### src/rtl/text_pkg.sv
// Shared constants and state encoding for the text buffer and its RAM.
package text_pkg;

  localparam logic [7:0] ASCII_BS    = 8'h08;
  localparam logic [7:0] ASCII_SPACE = 8'h20;

  typedef enum logic {
    ST_CLEAR = 1'b0,
    ST_IDLE  = 1'b1
  } state_e;

endpackage

### src/rtl/text_ram.sv
// Character store: one synchronous write port, one registered read port.
// Reads beyond DEPTH return a space; read-during-write returns the old cell.
module text_ram
  import text_pkg::*;
#(
  parameter int DEPTH  = 32,
  parameter int ADDR_W = 5
) (
  input  logic              clk,
  input  logic              i_rst_n,
  input  logic              i_we,
  input  logic [ADDR_W-1:0] i_waddr,
  input  logic [7:0]        i_wdat,
  input  logic [ADDR_W-1:0] i_raddr,
  output logic [7:0]        o_rdat
);

  logic [7:0] mem [0:DEPTH-1];
  logic [7:0] rd_q;
  logic       in_range_s;

  generate
    if (DEPTH < (1 << ADDR_W)) begin : g_partial
      assign in_range_s = ({1'b0, i_raddr} < (ADDR_W+1)'(DEPTH));
    end else begin : g_full
      assign in_range_s = 1'b1;
    end
  endgenerate

  // Storage array is deliberately not reset; the owner clears it by writing.
  always_ff @(posedge clk) begin
    if (i_we) begin
      mem[i_waddr] <= i_wdat;
    end
  end

  // Registered read output.
  always_ff @(posedge clk or negedge i_rst_n) begin
    if (!i_rst_n) begin
      rd_q <= ASCII_SPACE;
    end else if (in_range_s) begin
      rd_q <= mem[i_raddr];
    end else begin
      rd_q <= ASCII_SPACE;
    end
  end

  assign o_rdat = rd_q;

endmodule

### src/rtl/text_buffer.sv
// ROWS x COLS character grid with cursor, fed by key events and read by a display driver.
// After reset or i_sclr the grid is filled with spaces before events are accepted.
module text_buffer
  import text_pkg::*;
#(
  parameter  int COLS   = 16,
  parameter  int ROWS   = 2,
  localparam int ADDR_W = $clog2(ROWS*COLS),
  localparam int ROW_W  = (ROWS > 1) ? $clog2(ROWS) : 1,
  localparam int COL_W  = $clog2(COLS)
) (
  input  logic              clk,
  input  logic              i_rst_n,
  input  logic              i_sclr,
  input  logic [7:0]        i_ascii,
  input  logic              i_ascii_en,
  input  logic              i_right_en,
  input  logic              i_down_en,
  input  logic              i_left_en,
  input  logic [ADDR_W-1:0] i_rd_addr,
  output logic [7:0]        o_rd_dat,
  output logic [ROW_W-1:0]  o_cur_row,
  output logic [COL_W-1:0]  o_cur_col,
  output logic              o_ready
);

  localparam logic [ADDR_W-1:0] LAST_ADDR = ADDR_W'(ROWS*COLS-1);
  localparam logic [COL_W-1:0]  LAST_COL  = COL_W'(COLS-1);
  localparam logic [ROW_W-1:0]  LAST_ROW  = ROW_W'(ROWS-1);

  state_e             state_q;
  logic [ADDR_W-1:0]  clr_cnt_q;
  logic [ROW_W-1:0]   row_q, row_d;
  logic [COL_W-1:0]   col_q, col_d;
  logic               ready_q;

  logic [ROW_W-1:0]   adv_row_s, ret_row_s, dn_row_s;
  logic [COL_W-1:0]   adv_col_s, ret_col_s;
  logic [ADDR_W-1:0]  cur_addr_s, ret_addr_s;
  logic               we_s;
  logic [ADDR_W-1:0]  waddr_s;
  logic [7:0]         wdat_s;

  // Candidate cursor positions: one cell forward, one cell back, one row down.
  always_comb begin
    adv_row_s = row_q;
    adv_col_s = col_q + COL_W'(1);
    if (col_q == LAST_COL) begin
      adv_col_s = '0;
      if (row_q == LAST_ROW) begin
        adv_row_s = '0;
      end else begin
        adv_row_s = row_q + ROW_W'(1);
      end
    end else begin
      adv_row_s = row_q;
    end

    ret_row_s = row_q;
    ret_col_s = col_q;
    if (col_q != '0) begin
      ret_col_s = col_q - COL_W'(1);
    end else if (row_q != '0) begin
      ret_col_s = LAST_COL;
      ret_row_s = row_q - ROW_W'(1);
    end else begin
      ret_col_s = col_q;
    end

    if (row_q == LAST_ROW) begin
      dn_row_s = '0;
    end else begin
      dn_row_s = row_q + ROW_W'(1);
    end

    cur_addr_s = ADDR_W'(row_q) * ADDR_W'(COLS) + ADDR_W'(col_q);
    ret_addr_s = ADDR_W'(ret_row_s) * ADDR_W'(COLS) + ADDR_W'(ret_col_s);
  end

  // Event decode: RAM write port and next cursor, highest-priority strobe wins.
  always_comb begin
    row_d   = row_q;
    col_d   = col_q;
    we_s    = 1'b0;
    waddr_s = cur_addr_s;
    wdat_s  = ASCII_SPACE;
    if (state_q == ST_CLEAR) begin
      we_s    = 1'b1;
      waddr_s = clr_cnt_q;
      wdat_s  = ASCII_SPACE;
    end else if (i_sclr) begin
      we_s = 1'b0;
    end else if (i_ascii_en) begin
      we_s = 1'b1;
      if (i_ascii == ASCII_BS) begin
        row_d   = ret_row_s;
        col_d   = ret_col_s;
        waddr_s = ret_addr_s;
        wdat_s  = ASCII_SPACE;
      end else begin
        row_d   = adv_row_s;
        col_d   = adv_col_s;
        waddr_s = cur_addr_s;
        wdat_s  = i_ascii;
      end
    end else if (i_right_en) begin
      row_d = adv_row_s;
      col_d = adv_col_s;
    end else if (i_down_en) begin
      row_d = dn_row_s;
    end else if (i_left_en) begin
      row_d = ret_row_s;
      col_d = ret_col_s;
    end else begin
      we_s = 1'b0;
    end
  end

  // Control FSM: clear sweep, then idle event processing.
  always_ff @(posedge clk or negedge i_rst_n) begin
    if (!i_rst_n) begin
      state_q   <= ST_CLEAR;
      clr_cnt_q <= '0;
      row_q     <= '0;
      col_q     <= '0;
      ready_q   <= 1'b0;
    end else if (i_sclr) begin
      state_q   <= ST_CLEAR;
      clr_cnt_q <= '0;
      row_q     <= '0;
      col_q     <= '0;
      ready_q   <= 1'b0;
    end else begin
      case (state_q)
        ST_CLEAR: begin
          if (clr_cnt_q == LAST_ADDR) begin
            state_q   <= ST_IDLE;
            clr_cnt_q <= '0;
            ready_q   <= 1'b1;
          end else begin
            clr_cnt_q <= clr_cnt_q + ADDR_W'(1);
            ready_q   <= 1'b0;
          end
        end
        ST_IDLE: begin
          row_q   <= row_d;
          col_q   <= col_d;
          ready_q <= 1'b1;
        end
        default: begin
          state_q   <= ST_CLEAR;
          clr_cnt_q <= '0;
          ready_q   <= 1'b0;
        end
      endcase
    end
  end

  text_ram #(
    .DEPTH  (ROWS*COLS),
    .ADDR_W (ADDR_W)
  ) u_ram (
    .clk     (clk),
    .i_rst_n (i_rst_n),
    .i_we    (we_s),
    .i_waddr (waddr_s),
    .i_wdat  (wdat_s),
    .i_raddr (i_rd_addr),
    .o_rdat  (o_rd_dat)
  );

  assign o_cur_row = row_q;
  assign o_cur_col = col_q;
  assign o_ready   = ready_q;

endmodule

### config.mk
export PLATFORM = sky130hd
export DESIGN_NAME = text_buffer
export DESIGN_NICKNAME = d
export VERILOG_FILES = /design/src/rtl/text_pkg.sv /design/src/rtl/text_ram.sv /design/src/rtl/text_buffer.sv
export SDC_FILE = /design/constraint.sdc
export NUM_CORES = 1
export LEC_CHECK = 0
export ABC_AREA = 1
export CAP_MARGIN = 20
export CORE_ASPECT_RATIO = 2
export CORE_MARGIN = 2
export CORE_UTILIZATION = 55
export CTS_CLUSTER_SIZE = 25
export DETAILED_ROUTE_END_ITERATION = 16
export DONT_BUFFER_PORTS = 1
export PLACE_DENSITY = 0.7
export SLEW_MARGIN = 20
export SYNTH_ARGS = -nofsm -noshare
export SYNTH_HDL_FRONTEND = slang
export SYNTH_SLANG_ARGS = --single-unit
### constraint.sdc
create_clock -name clk -period 4.1 [get_ports clk]
set_input_delay 0.82 -clock clk [delete_from_list [all_inputs] [get_ports clk]]
set_output_delay 0.82 -clock clk [all_outputs]
set_load 0.05 [all_outputs]
==> changes_impl.md <==
## Flow update

* Register-to-register path setup slack at 1.03 ns
* Total of max-cap violations at 0
* Pins Over Slew Limit at 0
* Net count, final at 1096
* Post-route DRC at 0
* Most used logic cell in the final layout: nand2_1
* Area inside the core boundary at 21490 um^2
* Number of buffers inserted by hold repair at cts at 1
* Post-Synthesis Cell Area at 12000 um^2
* Critical Path, Cell by Cell: inv_2, ha_1, inv_2, nor2_4, nand2_1, nand2_1, nand3_1, nand3_1, nand2_1, nand3_2, nor2_1
* Setup repair after global routing missed its margin: no
* Chip area in the Yosys report at 12000 um^2
* Core Density at Floorplan at 55.85%
* Detailed-route wire length per cell at 21.44 um
* Type of the tightest min-delay check: primary input to asynchronous set/reset pin
* Via count of the first global-routing pass at 7720
* Highest cell delay on the worst timing path at 0.76 ns
* Time the worst path needs with I/O delays and setup at 3.071 ns
* Number of violations reported at the end of detailed-routing iteration 0 at 730
* # diodes at 0
* Leading cell type by number of instances after synthesis: nand2_1
* Multiplexer share of the synthesized area at 0%
* # clock sinks at 275
* Family with the most delay on the worst path: simple AND/OR/NAND/NOR gates
* Worst Path Buf+Inv at 2
* Max frequency at 325.6 MHz
* Data required time of the critical path at 4.25 ns
* Number of nets at floorplan at 1109
* Reg-to-reg critical path endpoint: u_ram.mem[18][2]
* Setup Buffers After CTS at 0
* Measured slew at the worst slew-check pin at 0.9441 ns
* Maximum number of buffers from clock root to sink at 3
* Ys flops at 275
* Vias at 7898
* Count of H-tree levels built during CTS at 1
* Dominant cells by area after synthesis: edfxtp_1, nand2_1, dfrtp_1, nor2_1, nand3_1
* Number of antenna violations at the first check in global routing at 0
* Outcome: finished clean
* Primary FF master, synth: edfxtp_1
* Average cell area after synthesis at 11.06 um^2
* OpenROAD warning count at 29
* Final HPWL from detailed placement at 18680 um
* Count of final setup violators at 0
==> layer usage <==
metal | global-route usage, % | vias up | share of wire (%)
met5 | 0 | - | 0
met4 | 11.54 | 0 | 4.7
met3 | 2.900 | 85 | 5.7
met2 | 48.71 | 341 | 55
met1 | 28.76 | 3749 | 34
li1 | - | 3723 | -
==> power by group <==
group,switching (mW),internal [mW]
logic,0.508,0.188
registers,0.129,3.20
clock network,0.999,1.29
==> cell type report <==
class	instances	area, um^2
Fill cell	1776	8484
Sequential cell	275	8164
Multi-Input combinational cell	716	3437
Clock buffer	25	583.1
Tap cell	273	341.6
Clock inverter	17	191.4
Timing Repair Buffer	18	145.1
Inverter	38	143.9
==> images/pdn.png <==
The bar under the picture is 20 um long. Pins as bars on the die edge. Tap cells in grey.
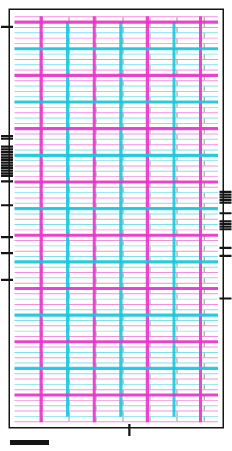
| colour | net |
|---|---|
| cyan | VDD |
| magenta | VSS |
met5 straps: 15
tap cells: 273
signal pins: 34
met1 rails: 77
rows: 76

==> images/cell_classes.png <==
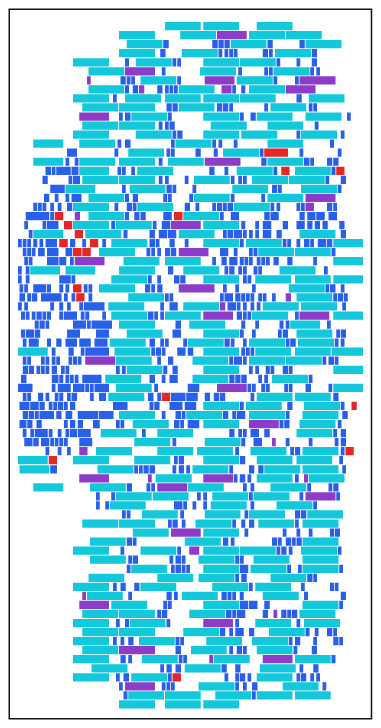
| colour | class | cells | share of their area |
|---|---|---|---|
| cyan | flip-flops | 275 | 64% |
| red | other buffers and delay cells | 18 | 1.1% |
| blue | all other logic | 754 | 28% |
| purple | clock drivers and dummy loads | 42 | 6.1% |

==> images/clock_map.png <==
The bar under the picture is 20 um long.
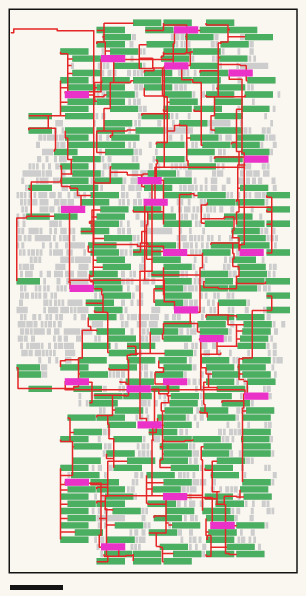
[red] clock wires | length: 2990 um
[green] flip-flops | count: 275
[magenta] cells driving clock nets | count: 23
routed clock nets: 24
flops lie: spread over the die
clock insertion delay at the later pin of the skew report: 0.55 ns
reported clock group power: 2.28 mW
power share of the clock group: 36.2%
Fin Clk Skew: 0.03295 ns

Power figures rest on the tool's default switching activity, not on a simulated workload.
